File: src/rtl/exc_pkg.sv
// rtl/exc_pkg.sv - shared ExcCodes, status bit indices and FSM states for the exception request controller
package exc_pkg;

    localparam logic [4:0] EXC_INT = 5'd0;
    localparam logic [4:0] EXC_SYS = 5'd8;
    localparam logic [4:0] EXC_BP  = 5'd9;
    localparam logic [4:0] EXC_TR  = 5'd13;

    localparam int ST_IE    = 0;
    localparam int ST_SYS   = 1;
    localparam int ST_BP    = 2;
    localparam int ST_TR    = 3;
    localparam int ST_IM_LO = 8;

    typedef enum logic [2:0] {
        IDLE,
        EXC,
        ERET,
        DROP,
        REDIR
    } exc_state_e;

    function automatic logic [4:0] trap_code(input logic [1:0] idx);
        case (idx)
            2'd0:    trap_code = EXC_SYS;
            2'd1:    trap_code = EXC_BP;
            default: trap_code = EXC_TR;
        endcase
    endfunction

endpackage

File: src/rtl/irq_sync_edge.sv
// rtl/irq_sync_edge.sv - per-line 2-flop synchronizer, rising-edge detect and sticky pending flag
module irq_sync_edge #(
    parameter int NUM_IRQ = 8
) (
    input  logic               clk_i,
    input  logic               rst_i,
    input  logic [NUM_IRQ-1:0] irq_i,
    input  logic [NUM_IRQ-1:0] clr_i,
    output logic [NUM_IRQ-1:0] pending_o
);

    logic [NUM_IRQ-1:0] sync1_q;
    logic [NUM_IRQ-1:0] sync2_q;
    logic [NUM_IRQ-1:0] prev_q;
    logic [NUM_IRQ-1:0] pending_q;
    logic [NUM_IRQ-1:0] pending_d;
    logic [NUM_IRQ-1:0] rise;

    // A fresh edge beats a same-cycle clear so that it is never lost.
    assign rise      = sync2_q & ~prev_q;
    assign pending_d = (pending_q & ~clr_i) | rise;

    always_ff @(posedge clk_i) begin
        if (rst_i) begin
            sync1_q   <= '0;
            sync2_q   <= '0;
            prev_q    <= '0;
            pending_q <= '0;
        end else begin
            sync1_q   <= irq_i;
            sync2_q   <= sync1_q;
            prev_q    <= sync2_q;
            pending_q <= pending_d;
        end
    end

    assign pending_o = pending_q;

endmodule

File: src/rtl/exc_req_ctrl.sv
// rtl/exc_req_ctrl.sv - arbitrates trap/eret/irq requests and sequences CP0 writes and the PC redirect
module exc_req_ctrl
    import exc_pkg::*;
#(
    parameter int          NUM_IRQ    = 8,
    parameter logic [31:0] EXC_VECTOR = 32'h00400004
) (
    input  logic               clk_i,
    input  logic               rst_i,
    input  logic [2:0]         trap_req_i,
    input  logic               eret_req_i,
    input  logic [31:0]        pc_i,
    input  logic [NUM_IRQ-1:0] irq_i,
    input  logic [31:0]        status_i,
    input  logic [31:0]        epc_i,
    output logic               cp0_we_o,
    output logic               cp0_exception_o,
    output logic               cp0_eret_o,
    output logic [4:0]         cp0_cause_o,
    output logic [31:0]        cp0_pc_o,
    output logic               req_ack_o,
    output logic               stall_o,
    output logic               redirect_o,
    output logic [31:0]        redirect_pc_o,
    output logic [NUM_IRQ-1:0] irq_pending_o
);

    exc_state_e         state_q;
    logic               cp0_we_q;
    logic               cp0_exception_q;
    logic               cp0_eret_q;
    logic [4:0]         cp0_cause_q;
    logic [31:0]        cp0_pc_q;
    logic               req_ack_q;
    logic               stall_q;
    logic               redirect_q;
    logic               from_eret_q;

    logic [NUM_IRQ-1:0] pending;
    logic [NUM_IRQ-1:0] irq_enabled;
    logic [NUM_IRQ-1:0] irq_lowest;
    logic [NUM_IRQ-1:0] irq_clr;
    logic               trap_any;
    logic               trap_en;
    logic [1:0]         trap_idx;
    logic               irq_any;
    logic               unused_status;

    assign unused_status = ^{status_i[31:ST_IM_LO+NUM_IRQ], status_i[ST_IM_LO-1:ST_TR+1]};

    irq_sync_edge #(
        .NUM_IRQ(NUM_IRQ)
    ) u_irq_sync_edge (
        .clk_i    (clk_i),
        .rst_i    (rst_i),
        .irq_i    (irq_i),
        .clr_i    (irq_clr),
        .pending_o(pending)
    );

    // Illegal multi-hot traps resolve to the lowest set bit.
    always_comb begin
        trap_any = |trap_req_i;
        trap_idx = 2'd0;
        if (trap_req_i[0])      trap_idx = 2'd0;
        else if (trap_req_i[1]) trap_idx = 2'd1;
        else if (trap_req_i[2]) trap_idx = 2'd2;
        case (trap_idx)
            2'd0:    trap_en = status_i[ST_IE] & status_i[ST_SYS];
            2'd1:    trap_en = status_i[ST_IE] & status_i[ST_BP];
            default: trap_en = status_i[ST_IE] & status_i[ST_TR];
        endcase
        irq_enabled = pending & status_i[ST_IM_LO +: NUM_IRQ] & {NUM_IRQ{status_i[ST_IE]}};
        irq_lowest  = irq_enabled & (~irq_enabled + NUM_IRQ'(1));
        irq_any     = |irq_enabled;
        irq_clr     = '0;
        if (state_q == IDLE && !trap_any && !eret_req_i) irq_clr = irq_lowest;
    end

    always_ff @(posedge clk_i) begin
        if (rst_i) begin
            state_q         <= IDLE;
            cp0_we_q        <= 1'b0;
            cp0_exception_q <= 1'b0;
            cp0_eret_q      <= 1'b0;
            cp0_cause_q     <= '0;
            cp0_pc_q        <= '0;
            req_ack_q       <= 1'b0;
            stall_q         <= 1'b0;
            redirect_q      <= 1'b0;
            from_eret_q     <= 1'b0;
        end else begin
            cp0_we_q        <= 1'b0;
            cp0_exception_q <= 1'b0;
            cp0_eret_q      <= 1'b0;
            cp0_cause_q     <= '0;
            cp0_pc_q        <= '0;
            req_ack_q       <= 1'b0;
            stall_q         <= 1'b0;
            redirect_q      <= 1'b0;
            case (state_q)
                IDLE: begin
                    if (trap_any) begin
                        stall_q   <= 1'b1;
                        req_ack_q <= 1'b1;
                        if (trap_en) begin
                            state_q         <= EXC;
                            cp0_we_q        <= 1'b1;
                            cp0_exception_q <= 1'b1;
                            cp0_cause_q     <= trap_code(trap_idx);
                            cp0_pc_q        <= pc_i;
                            from_eret_q     <= 1'b0;
                        end else begin
                            state_q <= DROP;
                        end
                    end else if (eret_req_i) begin
                        state_q         <= ERET;
                        cp0_we_q        <= 1'b1;
                        cp0_exception_q <= 1'b1;
                        cp0_eret_q      <= 1'b1;
                        req_ack_q       <= 1'b1;
                        stall_q         <= 1'b1;
                        from_eret_q     <= 1'b1;
                    end else if (irq_any) begin
                        state_q         <= EXC;
                        cp0_we_q        <= 1'b1;
                        cp0_exception_q <= 1'b1;
                        cp0_cause_q     <= EXC_INT;
                        cp0_pc_q        <= pc_i;
                        stall_q         <= 1'b1;
                        from_eret_q     <= 1'b0;
                    end
                end
                EXC, ERET: begin
                    state_q    <= REDIR;
                    stall_q    <= 1'b1;
                    redirect_q <= 1'b1;
                end
                DROP:    state_q <= IDLE;
                REDIR:   state_q <= IDLE;
                default: state_q <= IDLE;
            endcase
        end
    end

    assign cp0_we_o        = cp0_we_q;
    assign cp0_exception_o = cp0_exception_q;
    assign cp0_eret_o      = cp0_eret_q;
    assign cp0_cause_o     = cp0_cause_q;
    assign cp0_pc_o        = cp0_pc_q;
    assign req_ack_o       = req_ack_q;
    assign redirect_o      = redirect_q;
    // EPC is read live in the redirect cycle so a late CP0 update is honoured.
    assign redirect_pc_o   = !redirect_q ? 32'd0 : (from_eret_q ? epc_i : EXC_VECTOR);
    assign stall_o         = stall_q |
                             (!rst_i && state_q == IDLE && ((|trap_req_i) || eret_req_i));
    assign irq_pending_o   = pending;

endmodule

File: config.mk
export PLATFORM = sky130hd
export DESIGN_NAME = exc_req_ctrl
export DESIGN_NICKNAME = d
export VERILOG_FILES = /design/src/rtl/exc_pkg.sv /design/src/rtl/irq_sync_edge.sv /design/src/rtl/exc_req_ctrl.sv
export SDC_FILE = /design/constraint.sdc
export NUM_CORES = 1
export LEC_CHECK = 0
export ABC_AREA = 1
export CORE_MARGIN = 8
export CORE_UTILIZATION = 25
export CTS_CLUSTER_SIZE = 10
export DETAILED_ROUTE_END_ITERATION = 10
export GPL_TIMING_DRIVEN = 1
export MAX_ROUTING_LAYER = met4
export SLEW_MARGIN = 10
export SYNTH_ARGS = -nofsm -noshare
export SYNTH_HDL_FRONTEND = slang
export SYNTH_HIERARCHICAL = 1
export SYNTH_SLANG_ARGS = --single-unit
File: constraint.sdc
create_clock -name clk_i -period 2.3 [get_ports clk_i]
set_input_delay 0.23 -clock clk_i [delete_from_list [all_inputs] [get_ports clk_i]]
set_output_delay 0.23 -clock clk_i [all_outputs]
set_load 0.05 [all_outputs]
**Run 1: cell area per tile**

13 x 13 tiles, from white (low) to dark blue (high), 0 to 100% covered.
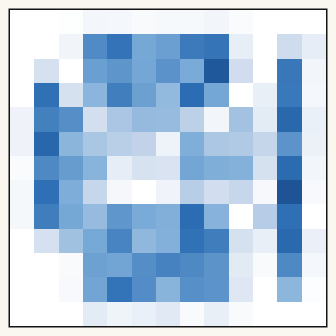
The fullest tile reaches 85%. The mean over all tiles is 30%. 18% of the tiles are nearly empty. 4.7% of the tiles are over 75% full.
FP Core Util: 0.254
post-layout util: 0.418
Core ar.: 12600 sq um

**Run 1: placed standard cells**

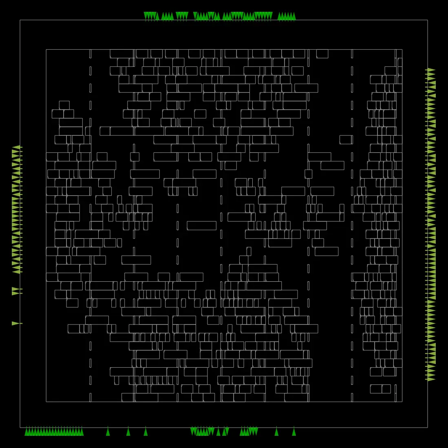
post-route insts no fill: 745
Flop Count: 76
tap cells: 172
flop share of the area: 0.290
Fillers: 1276

==> results.toml, run 1 <==
# implementation run metrics
[outcome]
status = "finished, final reports clean"

[power]
swShare = 0.288
p_comb_mw = 0.794
pwr-share-comb = 0.220
power.total_mw = 3.62
p_int_mw = 2.58

[global_routing]
gr-total-overflow = 0
grt_busiest_layer = "met2"

[hold_path]
hold_path_depth = 2

[layout]
stdcell_area_sq_um = 5250
areaGrowthSynthToFinish_pct = 64.4
n_all_buffers = 176

[synth]
syn_inst = 400
synthArstFlopShare = 0

[timing]
final-setup-viol-count = 0
tns_ns = 0

[floorplanning]
fp.dieH_um = 129

[setup_path]
r2r-start = "state_q[1]$_SDFFE_PP0P_"
reg2reg_slack_ns = 0.80
r2r_cells = 9
worstPathMaxFanout = 30

[clock_network]
htreeDepth = 3

[routing]
wire_per_inst_um = 12.9

[placed_design]
dp_hpwl_mm = 7.84
**Run 1: clock network drawn from the DEF**

Scale bar: 50 um.
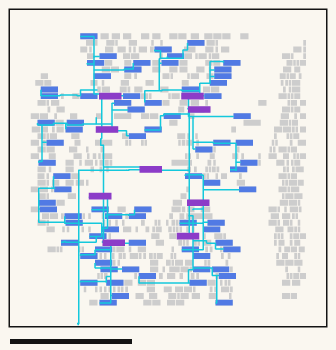
clock wires: shown in cyan, length 1000 um. flip-flops: shown in blue, count 76. cells driving clock nets: shown in purple, count 9.
There are 10 routed clock nets.
Clk pwr share: 0.387
clk_lat worst skew: 0.33 ns
Clock Power: 1.40 mW
Worst Clk Skew: 0.00571 ns

## run 1: cells in the final DEF, fill, tap and decap left out, types with 9 or more instances in the layout
master and instances:
clkdlybuf4s50_1 137, inv_2 9, nand3_2 14, inv_1 80, buf_4 37, nand2_1 54
dfxtp_1 76, nand3_1 17, clkbuf_16 9, nor2_1 75, a21oi_2 30
## run 1: metrics by stage
step | cells | setup WS (ns)
floorplan | 401 | 0.418
global placement | 729 | 0.209
detailed placement | 729 | 0.192
CTS | 745 | 0.245
global route | 745 | 0.168
finish | 745 | 0.305
## run 1: synthesized netlist by cell type, types with 3 or more instances
cell	instances	area [sq um]
inv_1	80	300
dfxtp_1	76	1520
nor2_1	75	282
nand2_1	54	203
a21oi_2	30	263
nand3_1	17	85.1
nand3_2	14	140
inv_2	9	33.8
buf_4	6	45.0
buf_6	5	56.3
clkbuf_1	5	18.8
buf_2	3	15.0
## run 1: layer usage
| metal | wire length [um] | part of all wire |
|---|---|---|
| met4 | 203 | 0.021 |
| met3 | 904 | 0.094 |
| met5 | 0 | 0 |
| met2 | 4680 | 0.49 |
| met1 | 3820 | 0.40 |
## run 1: logic make-up after synthesis
kind of cell	Yosys count
AND/OR/NAND/NOR	176
buffers and inverters	110
other	1
AND-OR/OR-AND	37
flip-flops	76
## run 1: flip-flops by register name, summed over array words and instances, names as in the netlist
signal and count:
cp0_pc_o 32, state_q 3, cp0_cause_o 3, u_irq_sync_edge/pending_o 8, stall_q 1, u_irq_sync_edge/sync1_q 8
u_irq_sync_edge/sync2_q 8, cp0_exception_o 1, req_ack_o 1, u_irq_sync_edge/prev_q 8, from_eret_q 1, cp0_eret_o 1
redirect_o 1
## run 1: critical path: stages, from the launching register on
cell     delay [ns]
dfxtp_1        0.36
nand2_1        0.50
nor2_1         0.33
buf_4          0.25
**Run 1: pin placement**

Pins as bars across the die edge, other pins in gray.
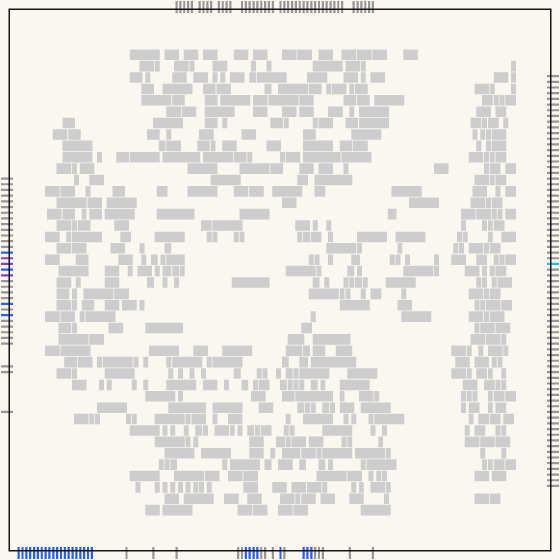

==> run 2, diff against run 1 <==
- clock period: 2.3 -> 2.47 ns (I/O delays scaled with it)
**Run 2: pin placement**

Pins as bars across the die edge, other pins in gray.
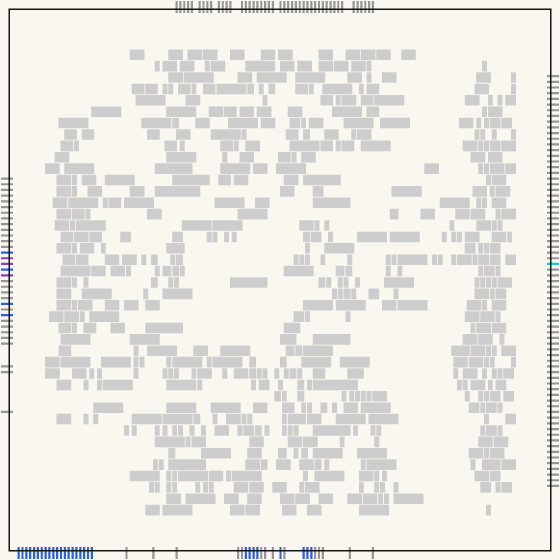
redirect_o: shown in cyan, pins 1, direction output, edge right. status_i: shown in blue, pins 32, direction input, edge 28 bottom, 4 left. trap_req_i: shown in purple, pins 3, direction input, edge left.
All pins by edge: 73 right, 45 top, 42 bottom, 33 left.

**Run 2: met3 routing**

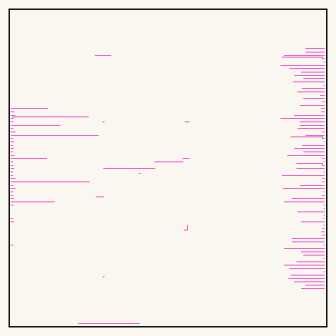
The wires run mostly horizontal. The layer holds 8.8% of the routed length.

==> run 2 against run 1 <==
Effect of this change: non-clock buffer count up 1; via count increased by 0.95%; clock-buffer cell count down 1; final area grew 0.98%; clock power about the same; global-route usage increased by 0.22 points; core utilization up 0.41 points; critical path depth unchanged; worst hold slack improved by 0.0020 ns; clock skew barely moved; sequential cell count stayed put; combinational power fell by 6.8%; largest cell class unchanged.
==> results.toml, run 2 <==
# implementation run metrics
[routing]
route.met2.wl_mm = 4.82
wl_met3_um = 846
wire_per_inst_um = 12.9
wl_met1_mm = 3.85

[outcome]
status = "finished, final reports clean"

[synth]
yosysTopAreaCell = "dfxtp_1"
top_cell_area_share = 0.476
synth.most_common_cell = "inv_1"
syn_inst = 400
syn_area_sq_um = 3190
area_leaders = "dfxtp_1 (48%), inv_1 (9.4%), nor2_1 (8.8%)"
synthArstFlopShare = 0
synthTopCellsByCount = "inv_1 (80), dfxtp_1 (76), nor2_1 (75), nand2_1 (54), a21oi_2 (30)"

[power]
p_clk_frac = 0.400
swShare = 0.281
pwr-share-comb = 0.215
p_comb_mw = 0.740
power.total_mw = 3.44

[layout]
seq_cell_count = 76
instances_no_fill = 746
largest_register_ffs = 32
antenna_cells = 0
final_core_util = 0.422
stdcell_area_sq_um = 5300
n_all_buffers = 177
areaGrowthSynthToFinish_pct = 66.0
fill_cells = 1291
lay_top_cells = "clkdlybuf4s50_1 (145), inv_1 (80), dfxtp_1 (76), nor2_1 (75), nand2_1 (54)"

[setup_path]
reg2reg_slack_ns = 0.99
r2r-start = "state_q[1]$_SDFFE_PP0P_"

[placed_design]
dp_hpwl_mm = 7.86
place_ws_ns = 0.328
dp_cells = 730

[timing]
finClkSkew_ns = 0.00560
tns_ns = 0
timing.hold.ws_ns = 0.402
final-setup-viol-count = 0
worst_slack_ns = 0.267

[floorplanning]
nWellTaps = 172
fp.dieH_um = 129
initCoreUtil = 0.254
core_sq_um = 12600

[global_routing]
grt_busiest_layer = "met2"
gr-total-overflow = 0

[clock_network]
clkLatencyLatePin_ns = 0.33
htreeDepth = 3
[run 2: cell counts after synthesis]
Identical to the previous run, type by type.
[run 2: cell families after synthesis]
kind of cell | count (synthesis)
and+or+nand+nor | 176
other | 1
AOI/OAI and AO/OA | 37
DFF | 76
buffers and inverters | 110
[run 2: worst min-delay path by stage]
| stage | startpoint | slack [ns] | depth (start not counted) | endpoint |
|---|---|---|---|---|
| 4_1_cts | u_irq_sync_edge/sync1_q[0]$_SDFF_PP0_ | 0.40 | 2 | u_irq_sync_edge/sync2_q[0]$_SDFF_PP0_ |
| 3_3_place_gp | u_irq_sync_edge/sync1_q[4]$_SDFF_PP0_ | 0.39 | 2 | u_irq_sync_edge/sync2_q[4]$_SDFF_PP0_ |
| 3_5_place_dp | u_irq_sync_edge/sync1_q[0]$_SDFF_PP0_ | 0.40 | 2 | u_irq_sync_edge/sync2_q[0]$_SDFF_PP0_ |
| 2_1_floorplan | rst_i | 0.32 | 1 | cp0_exception_o$_SDFF_PP0_ |
| 6_report | u_irq_sync_edge/sync1_q[0]$_SDFF_PP0_ | 0.40 | 2 | u_irq_sync_edge/sync2_q[0]$_SDFF_PP0_ |
| 5_1_grt | u_irq_sync_edge/sync1_q[0]$_SDFF_PP0_ | 0.42 | 2 | u_irq_sync_edge/sync2_q[0]$_SDFF_PP0_ |
[run 2: what timing repair did]
| item | 4_1_cts | 5_1_grt |
|---|---|---|
| gates resized | 0 | 2 |
| setup endpoints to repair | 0 | 2 |
| endpoints found under the hold margin | 0 | 0 |
| hold buffers | 0 | 0 |
[run 2: critical path, stage by stage (launching register included)]
cell,delay [ns]
dfxtp_1,0.35
nand2_1,0.23
nor2_1,0.21
clkdlybuf4s50_1,0.84
Power is estimated from default activity; no workload was simulated.
